**config.mk**
```make
export PLATFORM = sky130hd
export DESIGN_NAME = instr_sequencer_flat
export DESIGN_NICKNAME = d
export VERILOG_FILES = /design/src/rtl/cpu_pkg.sv /design/src/rtl/instr_sequencer_if.sv /design/src/rtl/instr_decode.sv /design/src/rtl/instr_sequencer.sv /design/src/flat_wrapper.sv
export SDC_FILE = /design/constraint.sdc
export NUM_CORES = 1
export LEC_CHECK = 0
export CAP_MARGIN = 20
export CORE_ASPECT_RATIO = 1.2
export CORE_MARGIN = 4
export CORE_UTILIZATION = 28
export CTS_BUF_LIST = sky130_fd_sc_hd__clkbuf_8
export DETAILED_ROUTE_END_ITERATION = 8
export PLACE_DENSITY_LB_ADDON = 0.08
export SETUP_SLACK_MARGIN = 0.5
export SYNTH_ARGS = -nofsm -noshare
export SYNTH_HDL_FRONTEND = slang
export SYNTH_HIERARCHICAL = 1
export SYNTH_SLANG_ARGS = --single-unit
export TNS_END_PERCENT = 1
```
**constraint.sdc**
```tcl
create_clock -name clk -period 2 [get_ports clk]
set_input_delay 0.4 -clock clk [delete_from_list [all_inputs] [get_ports clk]]
set_output_delay 0.4 -clock clk [all_outputs]
set_load 0.05 [all_outputs]
```
**src/rtl/cpu_pkg.sv**
```systemverilog
// Shared CPU definitions: instruction format, opcode classes, sequencer states
// and error codes used by the sequencer and the decoder.
package cpu_pkg;

  localparam int unsigned INSTR_W = 16;
  localparam int unsigned OPC_W   = 4;
  localparam int unsigned REG_W   = 6;
  localparam int unsigned ERR_W   = 2;
  localparam int unsigned UNIT_W  = 3;

  // One-hot unit select bit positions
  localparam int unsigned UNIT_ALU = 0;
  localparam int unsigned UNIT_MOV = 1;
  localparam int unsigned UNIT_MVI = 2;

  localparam logic [OPC_W-1:0] OP_ALU_MAX = 4'b0111;
  localparam logic [OPC_W-1:0] OP_MOV     = 4'b1000;
  localparam logic [OPC_W-1:0] OP_MVI     = 4'b1001;
  localparam logic [OPC_W-1:0] OP_NOP     = 4'b1110;
  localparam logic [OPC_W-1:0] OP_HALT    = 4'b1111;

  // Instruction word layout: [15:12] opcode, [11:6] Ri, [5:0] Rj
  typedef struct packed {
    logic [OPC_W-1:0] opcode;
    logic [REG_W-1:0] ri;
    logic [REG_W-1:0] rj;
  } instr_t;

  typedef enum logic [ERR_W-1:0] {
    ERR_NONE    = 2'd0,
    ERR_ILLEGAL = 2'd1,
    ERR_TIMEOUT = 2'd2
  } err_code_e;

  typedef enum logic [3:0] {
    ST_IDLE     = 4'd0,
    ST_FETCH    = 4'd1,
    ST_LATCH    = 4'd2,
    ST_DECODE   = 4'd3,
    ST_DISPATCH = 4'd4,
    ST_WAIT     = 4'd5,
    ST_ADVANCE  = 4'd6,
    ST_HALT     = 4'd7,
    ST_ERROR    = 4'd8
  } seq_state_e;

endpackage

```
**src/rtl/instr_sequencer_if.sv**
```systemverilog
// Sequencer bundle: run control, instruction memory port, execution-unit
// start/done handshakes and status.
interface instr_sequencer_if #(
  parameter int unsigned PC_WIDTH = 8
);
  import cpu_pkg::*;

  logic                run;
  logic [PC_WIDTH-1:0] imem_addr;
  logic                imem_rd;
  logic [INSTR_W-1:0]  imem_data;
  logic [OPC_W-1:0]    opcode;
  logic [REG_W-1:0]    ri;
  logic [REG_W-1:0]    rj;
  logic                alu_start;
  logic                alu_done;
  logic                mov_start;
  logic                mov_done;
  logic                mvi_start;
  logic                mvi_done;
  logic                busy;
  logic                halted;
  logic                err;
  logic [ERR_W-1:0]    err_code;

  modport master (
    input  run, imem_data, alu_done, mov_done, mvi_done,
    output imem_addr, imem_rd, opcode, ri, rj,
           alu_start, mov_start, mvi_start, busy, halted, err, err_code
  );

  modport slave (
    output run, imem_data, alu_done, mov_done, mvi_done,
    input  imem_addr, imem_rd, opcode, ri, rj,
           alu_start, mov_start, mvi_start, busy, halted, err, err_code
  );

endinterface

```
**src/rtl/instr_decode.sv**
```systemverilog
// Combinational opcode classifier; also intended for a disassembler/trace
// monitor, so it carries no state.
module instr_decode
  import cpu_pkg::*;
(
  input  logic [OPC_W-1:0]  opcode,
  output logic [UNIT_W-1:0] unit_sel_c,
  output logic              is_nop_c,
  output logic              is_halt_c,
  output logic              is_illegal_c
);

  always_comb begin
    unit_sel_c   = '0;
    is_nop_c     = 1'b0;
    is_halt_c    = 1'b0;
    is_illegal_c = 1'b0;
    if (opcode <= OP_ALU_MAX) begin
      unit_sel_c[UNIT_ALU] = 1'b1;
    end else begin
      case (opcode)
        OP_MOV:  unit_sel_c[UNIT_MOV] = 1'b1;
        OP_MVI:  unit_sel_c[UNIT_MVI] = 1'b1;
        OP_NOP:  is_nop_c             = 1'b1;
        OP_HALT: is_halt_c            = 1'b1;
        default: is_illegal_c         = 1'b1;
      endcase
    end
  end

endmodule

```
**src/rtl/instr_sequencer.sv**
```systemverilog
// Instruction sequencer: fetch/latch/decode, single-unit dispatch with done
// timeout, PC ownership. All outputs are registered from the next state.
module instr_sequencer
  import cpu_pkg::*;
#(
  parameter int unsigned PC_WIDTH = 8,
  parameter int unsigned TIMEOUT  = 15,
  parameter int unsigned TO_W     = 4
) (
  input  logic               clk,
  input  logic               reset,
  instr_sequencer_if.master  bus
);

  seq_state_e          state_q, state_d;
  logic [PC_WIDTH-1:0] pc_q, pc_d;
  logic [TO_W-1:0]     cnt_q, cnt_d;
  instr_t              instr_q, instr_d;
  logic [UNIT_W-1:0]   start_q, start_d;
  logic                imem_rd_q, imem_rd_d;
  logic                busy_q, busy_d;
  logic                halted_q, halted_d;
  logic                err_q, err_d;
  err_code_e           err_code_q, err_code_d;

  logic [UNIT_W-1:0]   unit_sel_c;
  logic                is_nop_c;
  logic                is_halt_c;
  logic                is_illegal_c;
  logic                done_c;

  instr_decode u_decode (
    .opcode       (instr_q.opcode),
    .unit_sel_c   (unit_sel_c),
    .is_nop_c     (is_nop_c),
    .is_halt_c    (is_halt_c),
    .is_illegal_c (is_illegal_c)
  );

  // Latched opcode keeps the select stable, so only the dispatched unit's done counts
  assign done_c = |(unit_sel_c & {bus.mvi_done, bus.mov_done, bus.alu_done});

  always_comb begin
    state_d    = state_q;
    pc_d       = pc_q;
    cnt_d      = cnt_q;
    instr_d    = instr_q;
    err_code_d = err_code_q;

    case (state_q)
      ST_IDLE:     if (bus.run) state_d = ST_FETCH;
      ST_FETCH:    state_d = ST_LATCH;
      ST_LATCH: begin
        instr_d = instr_t'(bus.imem_data);
        state_d = ST_DECODE;
      end
      ST_DECODE: begin
        if (is_illegal_c) begin
          state_d    = ST_ERROR;
          err_code_d = ERR_ILLEGAL;
        end else if (is_halt_c) begin
          state_d = ST_HALT;
        end else if (is_nop_c) begin
          state_d = ST_ADVANCE;
        end else begin
          state_d = ST_DISPATCH;
        end
      end
      ST_DISPATCH: begin
        cnt_d   = '0;
        state_d = ST_WAIT;
      end
      // Done is checked before expiry so a same-cycle done still advances
      ST_WAIT: begin
        if (done_c) begin
          state_d = ST_ADVANCE;
        end else begin
          cnt_d = cnt_q + TO_W'(1);
          if (cnt_d == TO_W'(TIMEOUT)) begin
            state_d    = ST_ERROR;
            err_code_d = ERR_TIMEOUT;
          end
        end
      end
      ST_ADVANCE: begin
        pc_d    = pc_q + PC_WIDTH'(1);
        state_d = bus.run ? ST_FETCH : ST_IDLE;
      end
      ST_HALT:     state_d = ST_HALT;
      ST_ERROR:    state_d = ST_ERROR;
      default:     state_d = ST_IDLE;
    endcase

    imem_rd_d = (state_d == ST_FETCH);
    start_d   = (state_d == ST_DISPATCH) ? unit_sel_c : '0;
    busy_d    = !(state_d inside {ST_IDLE, ST_HALT, ST_ERROR});
    halted_d  = (state_d == ST_HALT);
    err_d     = (state_d == ST_ERROR);
  end

  always_ff @(posedge clk or posedge reset) begin
    if (reset) begin
      state_q    <= ST_IDLE;
      pc_q       <= '0;
      cnt_q      <= '0;
      instr_q    <= '0;
      start_q    <= '0;
      imem_rd_q  <= 1'b0;
      busy_q     <= 1'b0;
      halted_q   <= 1'b0;
      err_q      <= 1'b0;
      err_code_q <= ERR_NONE;
    end else begin
      state_q    <= state_d;
      pc_q       <= pc_d;
      cnt_q      <= cnt_d;
      instr_q    <= instr_d;
      start_q    <= start_d;
      imem_rd_q  <= imem_rd_d;
      busy_q     <= busy_d;
      halted_q   <= halted_d;
      err_q      <= err_d;
      err_code_q <= err_code_d;
    end
  end

  assign bus.imem_addr = pc_q;
  assign bus.imem_rd   = imem_rd_q;
  assign bus.opcode    = instr_q.opcode;
  assign bus.ri        = instr_q.ri;
  assign bus.rj        = instr_q.rj;
  assign bus.alu_start = start_q[UNIT_ALU];
  assign bus.mov_start = start_q[UNIT_MOV];
  assign bus.mvi_start = start_q[UNIT_MVI];
  assign bus.busy      = busy_q;
  assign bus.halted    = halted_q;
  assign bus.err       = err_q;
  assign bus.err_code  = err_code_q;

endmodule
```
**src/flat_wrapper.sv**
```systemverilog
// flat-port wrapper written by rule: the top's interface ports become plain ports
module instr_sequencer_flat import cpu_pkg::*;
#(
  parameter int unsigned PC_WIDTH = 8,
  parameter int unsigned TIMEOUT  = 15,
  parameter int unsigned TO_W     = 4
)
  (clk, reset, bus_run, bus_imem_data, bus_alu_done, bus_mov_done, bus_mvi_done, bus_imem_addr, bus_imem_rd, bus_opcode, bus_ri, bus_rj, bus_alu_start, bus_mov_start, bus_mvi_start, bus_busy, bus_halted, bus_err, bus_err_code);
  instr_sequencer_if #(.PC_WIDTH(PC_WIDTH)) bus_i ();
  input  logic clk;
  input  logic reset;
  input wire logic [$bits(bus_i.run)-1:0] bus_run;
  input wire logic [$bits(bus_i.imem_data)-1:0] bus_imem_data;
  input wire logic [$bits(bus_i.alu_done)-1:0] bus_alu_done;
  input wire logic [$bits(bus_i.mov_done)-1:0] bus_mov_done;
  input wire logic [$bits(bus_i.mvi_done)-1:0] bus_mvi_done;
  output wire logic [$bits(bus_i.imem_addr)-1:0] bus_imem_addr;
  output wire logic [$bits(bus_i.imem_rd)-1:0] bus_imem_rd;
  output wire logic [$bits(bus_i.opcode)-1:0] bus_opcode;
  output wire logic [$bits(bus_i.ri)-1:0] bus_ri;
  output wire logic [$bits(bus_i.rj)-1:0] bus_rj;
  output wire logic [$bits(bus_i.alu_start)-1:0] bus_alu_start;
  output wire logic [$bits(bus_i.mov_start)-1:0] bus_mov_start;
  output wire logic [$bits(bus_i.mvi_start)-1:0] bus_mvi_start;
  output wire logic [$bits(bus_i.busy)-1:0] bus_busy;
  output wire logic [$bits(bus_i.halted)-1:0] bus_halted;
  output wire logic [$bits(bus_i.err)-1:0] bus_err;
  output wire logic [$bits(bus_i.err_code)-1:0] bus_err_code;
  assign bus_i.run = bus_run;
  assign bus_i.imem_data = bus_imem_data;
  assign bus_i.alu_done = bus_alu_done;
  assign bus_i.mov_done = bus_mov_done;
  assign bus_i.mvi_done = bus_mvi_done;
  assign bus_imem_addr = bus_i.imem_addr;
  assign bus_imem_rd = bus_i.imem_rd;
  assign bus_opcode = bus_i.opcode;
  assign bus_ri = bus_i.ri;
  assign bus_rj = bus_i.rj;
  assign bus_alu_start = bus_i.alu_start;
  assign bus_mov_start = bus_i.mov_start;
  assign bus_mvi_start = bus_i.mvi_start;
  assign bus_busy = bus_i.busy;
  assign bus_halted = bus_i.halted;
  assign bus_err = bus_i.err;
  assign bus_err_code = bus_i.err_code;
  instr_sequencer #(.PC_WIDTH(PC_WIDTH), .TIMEOUT(TIMEOUT), .TO_W(TO_W)) u_core (.clk(clk), .reset(reset), .bus(bus_i));
endmodule
```
==> run_1/pdn.png <==
Pins as bars on the die edge. Tap cells in gray.
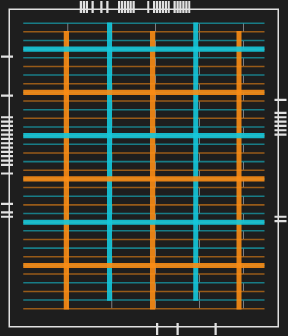
legend:
  VSS:
    color: orange
  VDD:
    color: cyan
signal pins: 55
met5 straps: 6
rows: 33
met1 rails: 34
peak supply drop: 933.6 µV
Die W: 84.12 µm
Die H: 99.35 µm
Core Region: 0.006813 mm²

==> run_1/cell_classes.png <==
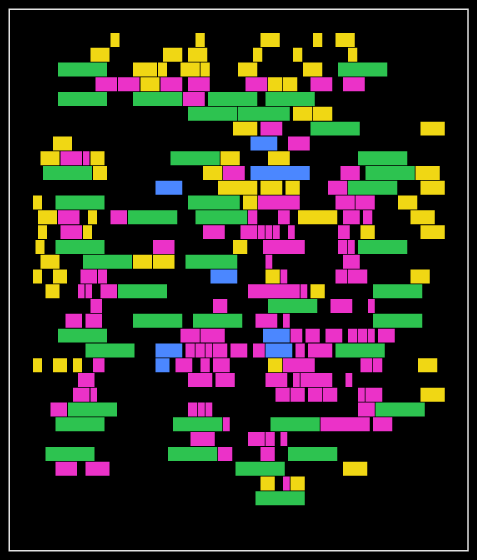
legend:
  flip-flops:
    color: green
    cells: 41
    share_of_their_area: 38%
  all other logic:
    color: magenta
    cells: 112
    share_of_their_area: 35%
  other buffers and delay cells:
    color: yellow
    cells: 67
    share_of_their_area: 22%
  clock drivers and dummy loads:
    color: blue
    cells: 8
    share_of_their_area: 4.5%

==> reports/metrics.yaml, run 1 <==
yosys:
  yosys_area_mm2: 0.001947
  yosysMostFrequentCell: "dfrtp_1"
  ys_top_cells_by_count: "41 x dfrtp_1, 16 x mux2_1, 8 x inv_1, 8 x nand2_1"
  top_cell_area_share_pct: 52.70
  synth_cell_types: 49
  ys_sh_adder_pct: 1.928
  ys_seq_share_pct: 52.70
  yosys_cells: 159
  netlist_instances: 159
die:
  ioPinCount: 55
  rows: 33
  die-area_mm2: 0.008357
global_routing:
  grt_pass1_wl_mm: 7.548
  grt_pass1_vias: 1557
power:
  p_seq_share_pct: 29.5
  sw_frac_of_total_pct: 46.20
  power_leader: "combinational logic"
  power_frac_comb_pct: 56.3
run_status:
  status: "complete, no violations"
setup_path:
  startpoint: "u_core/state_q[2]$_DFF_PP0_"
  crit_end: "u_core/start_q[0]$_DFF_PP0_"
  critPathCaptureType: "flip-flop"
  r2r-start: "u_core/state_q[2]$_DFF_PP0_"
  r2r_cells: 5
route:
  first_pass_iters: 4
  wl_met2_mm: 2.336
  dr_wl_met3_um: 267
  vias: 1467
place:
  place_congestion: 0.7235
final_timing:
  finalSetupViolCount: 0
  finalCritPeriodShare_pct: 95.87
finish:
  largest_reg_flops: 8
  nets: 252
  antenna_cells: 0
hold_path:
  hold_path.class: "primary input to asynchronous set/reset pin"
cts:
  cts_setup_buffers: 6
job:
  max-cap-violations: 0
==> run_1/clock_map.png <==
The bar under the picture is 20 µm long.
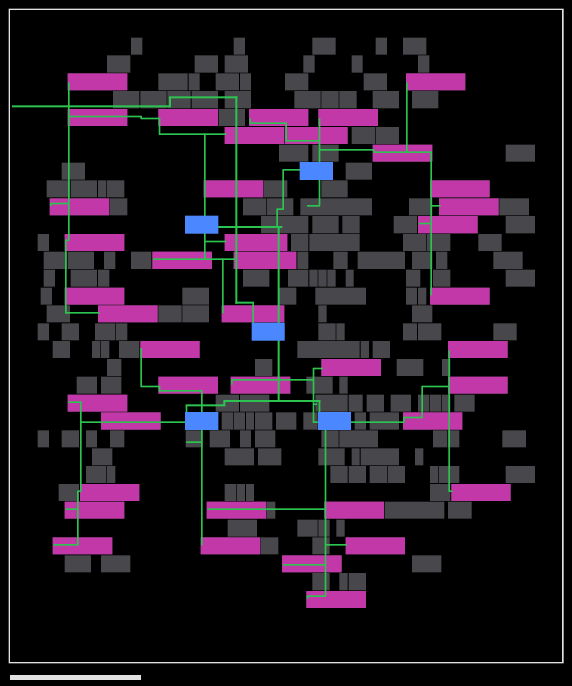
legend:
  clock wires:
    color: green
    length: 569 µm
  flip-flops:
    color: magenta
    count: 41
  cells driving clock nets:
    color: blue
    count: 5
flops lie: all over the die
Clock Latency Late Sink: 0.29 ns
Clk pwr share: 14.3%

run 1: final cells by class:
cell class	instances	area [µm²]	share of cell area (%)
Inverter	12	47.55	1.704
Tap cell	87	108.9	3.901
Clock buffer	6	82.58	2.960
Multi-Input combinational cell	100	885.9	31.75
Clock inverter	2	37.54	1.345
Sequential cell	41	1031	36.95
Timing Repair Buffer	67	596.8	21.39
run 1: per-stage QoR:
step	util (%)	instance area [µm²]
4_1_cts	41.03	2795
5_1_grt	40.96	2790
2_1_floorplan	-	1964
3_5_place_dp	38.29	2609
3_3_place_gp	38.29	2609
6_report	40.96	2790
run 1: worst max-delay path, cell delays in order (launching register included):
cell	delay, ns
dfrtp_1	0.53
nor3b_1	0.44
nand2_1	0.19
a31o_2	0.28
and2_4	0.18
and4b_1	0.24
==> run 2: changes to the inputs <==
SETUP_SLACK_MARGIN = 0.05   (was 0.5)
==> reports/metrics.yaml, run 2 <==
job:
  max-cap-violations: 0  # unchanged
finish:
  largest_reg_flops: 8  # unchanged
  final_cell_area_mm2: 0.002811  # +0.76%
  postLayoutCoreUtil_pct: 41.27  # +0.31 points
  antenna_cells: 0  # unchanged
setup_path:
  max_stage_delay_ns: 0.48  # -0.05 ns
  cp_cell_sequence: "nor4_4 > a222oi_1 > buf_4 > nand2_4 > inv_2 > a221oi_4 > and4b_1"
  crit_buf_inv: 2  # +2
  r2r-start: "u_core/bus.opcode[1]$_DFFE_PP0P_"
  crit_end: "u_core/start_q[0]$_DFF_PP0_"
  critPathCaptureType: "flip-flop"
global_routing:
  grt_pass1_wl_mm: 7.493  # -0.73%
  grt_pass1_vias: 1494  # -4.0%
hold_path:
  hold_path.class: "primary input to asynchronous set/reset pin"
yosys:
  yosys_area_mm2: 0.001947  # unchanged
  yosys_cells: 159  # unchanged
  synth_cell_types: 49  # unchanged
  yosysMostFrequentCell: "dfrtp_1"
  top_cell_area_share_pct: 52.70  # unchanged
die:
  die_x_um: 84.12  # unchanged
  design.core.area_mm2: 0.006813  # unchanged
  die-area_mm2: 0.008357  # unchanged
run_status:
  status: "complete, no violations"
cts:
  cts_setup_buffers: 0  # -6
## run 2: cell types whose count changed in the layout (fill, tap and decap cells not counted), moves of 2 or more
cell,change
inv_1,+2
clkdlybuf4s50_1,+19
buf_6,-3
clkbuf_2,-15
## run 2: layout make-up
type / instances / area share, %
timing repair buffer: 66 / 23.10
tap: 87 / 3.872
sequential: 41 / 36.67
multi-input combinational: 100 / 30.93
clock inverter: 3 / 1.380
inverter: 12 / 1.602
clock buffer: 5 / 2.448
## run 2: power breakdown
group	total (µW)	switching (µW)	internal, µW
sequential	1420	285	1140
clock	655	289	366
combinational	2790	1630	1170
## run 2: layer usage
metal / vias up / track usage [%] / routed length, µm
li1: 701 / - / -
met1: 691 / 14.01 / 2009
met2: 41 / 17.86 / 2143
met3: 6 / 3.645 / 255
met4: 0 / 4.455 / 64
met5: - / 0 / 0
==> run_2/pdn.png <==
Pins as bars on the die edge. Tap cells in gray.
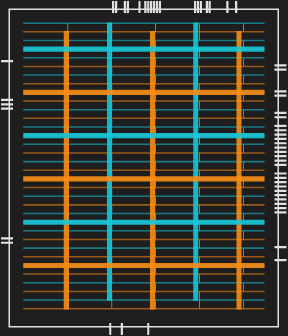
legend:
  VDD:
    color: cyan
  VSS:
    color: orange
met5 straps: 6
signal pins: 55
met4 straps: 5
rows: 33
peak supply drop: 668.5 µV

==> run_2/final_congestion.png <==
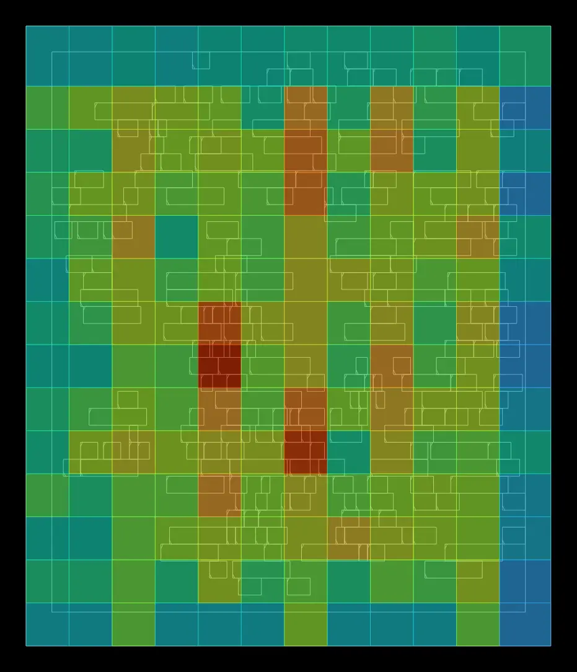
met2 Resource Use GR: 17.86%
gr usage total: 11.19%
GRT Max-Usage Layer: met2
met3 Resource Use GR: 3.645%
drt wl/cell: 14.25 µm

==> run 3: changes to the inputs <==
SETUP_SLACK_MARGIN = 0.4   (was 0.05)
SLEW_MARGIN = 20   (was not set)
==> reports/metrics.yaml, run 3 <==
setup_path:
  crit_buf_inv: 0  # -2
  crit_end: "u_core/start_q[0]$_DFF_PP0_"
  max_stage_delay_ns: 0.52  # +0.04 ns
  r2r-start: "u_core/state_q[2]$_DFF_PP0_"
yosys:
  yosys_cells: 159  # unchanged
  synth_cell_types: 49  # unchanged
  yosysMostFrequentCell: "dfrtp_1"
global_routing:
  grt.busiest_layer: "met2"
  use_met2_pct: 18.83  # +0.97 points
  grt_pass1_wl_mm: 7.541  # +0.64%
  grt_use_met1_pct: 13.79  # -0.22 points
  met3_usage_pct: 3.977  # +0.33 points
finish:
  largest_reg_flops: 8  # unchanged
  final_cell_area_mm2: 0.002836  # +0.89%
  antenna_cells: 0  # unchanged
power:
  intPower_uw: 2665  # -0.16%
  power.switching_uw: 2242  # +1.9%
  power_leader: "combinational logic"
  power_frac_comb_pct: 56.6  # -0.8 points
  clkPwrFrac_pct: 14.2  # +0.8 points
  p_clk_uw: 697  # +6.4%
  p_seq_share_pct: 29.2  # about the same
  sw_frac_of_total_pct: 45.70  # +0.51 points
hold_path:
  hold_path.class: "primary input to asynchronous set/reset pin"
route:
  wl_met2_mm: 2.365  # +10%
run_status:
  status: "complete, no violations"
job:
  max-cap-violations: 0  # unchanged
[run 3: cell counts after synthesis]
Identical to the previous run, type by type.
[run 3: cell type report]
cell class	instances	area, µm²	area share (%)
clock buffer	6	82.58	2.911
tap	87	108.9	3.838
clock inverter	2	37.54	1.323
multi-input combinational	100	885.9	31.23
timing repair buffer	66	643.1	22.67
sequential	41	1031	36.35
inverter	12	47.55	1.676
[run 3: cells by family after synthesis]
family	Yosys count	share of synthesized area [%]
simple gates	43	14.91
flops	41	52.70
compound gates	25	10.22
mux	19	10.86
buf+inv	18	4.884
xor+xnor	10	4.499
fa+ha+maj	3	1.928
[run 3: repair_timing]
| action | in CTS | in global routing |
|---|---|---|
| pin swaps | 5 | 8 |
| gates resized | 12 | 39 |
| endpoints found under the setup margin | 57 | 60 |
| setup buffers | 5 | 0 |
==> run_3/pdn.png <==
Pins as bars on the die edge. Tap cells in gray.
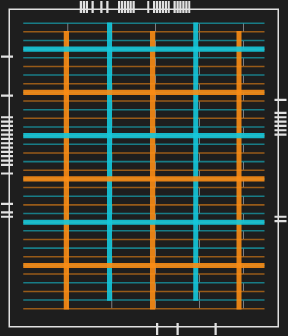
legend:
  VSS:
    color: orange
  VDD:
    color: cyan
met4 straps: 5
signal pins: 55
peak supply drop: 933.5 µV

==> run_3/cell_classes.png <==
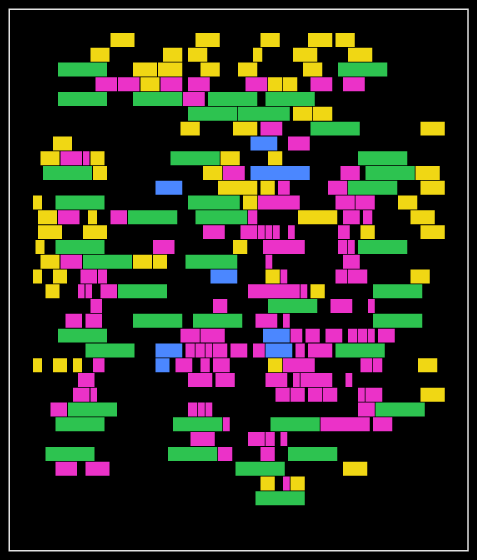
legend:
  all other logic:
    color: magenta
    cells: 112
    share_of_their_area: 34%
  clock drivers and dummy loads:
    color: blue
    cells: 8
    share_of_their_area: 4.4%
  flip-flops:
    color: green
    cells: 41
    share_of_their_area: 38%
  other buffers and delay cells:
    color: yellow
    cells: 66
    share_of_their_area: 24%

Power figures rest on the tool's default switching activity, not on a simulated workload.
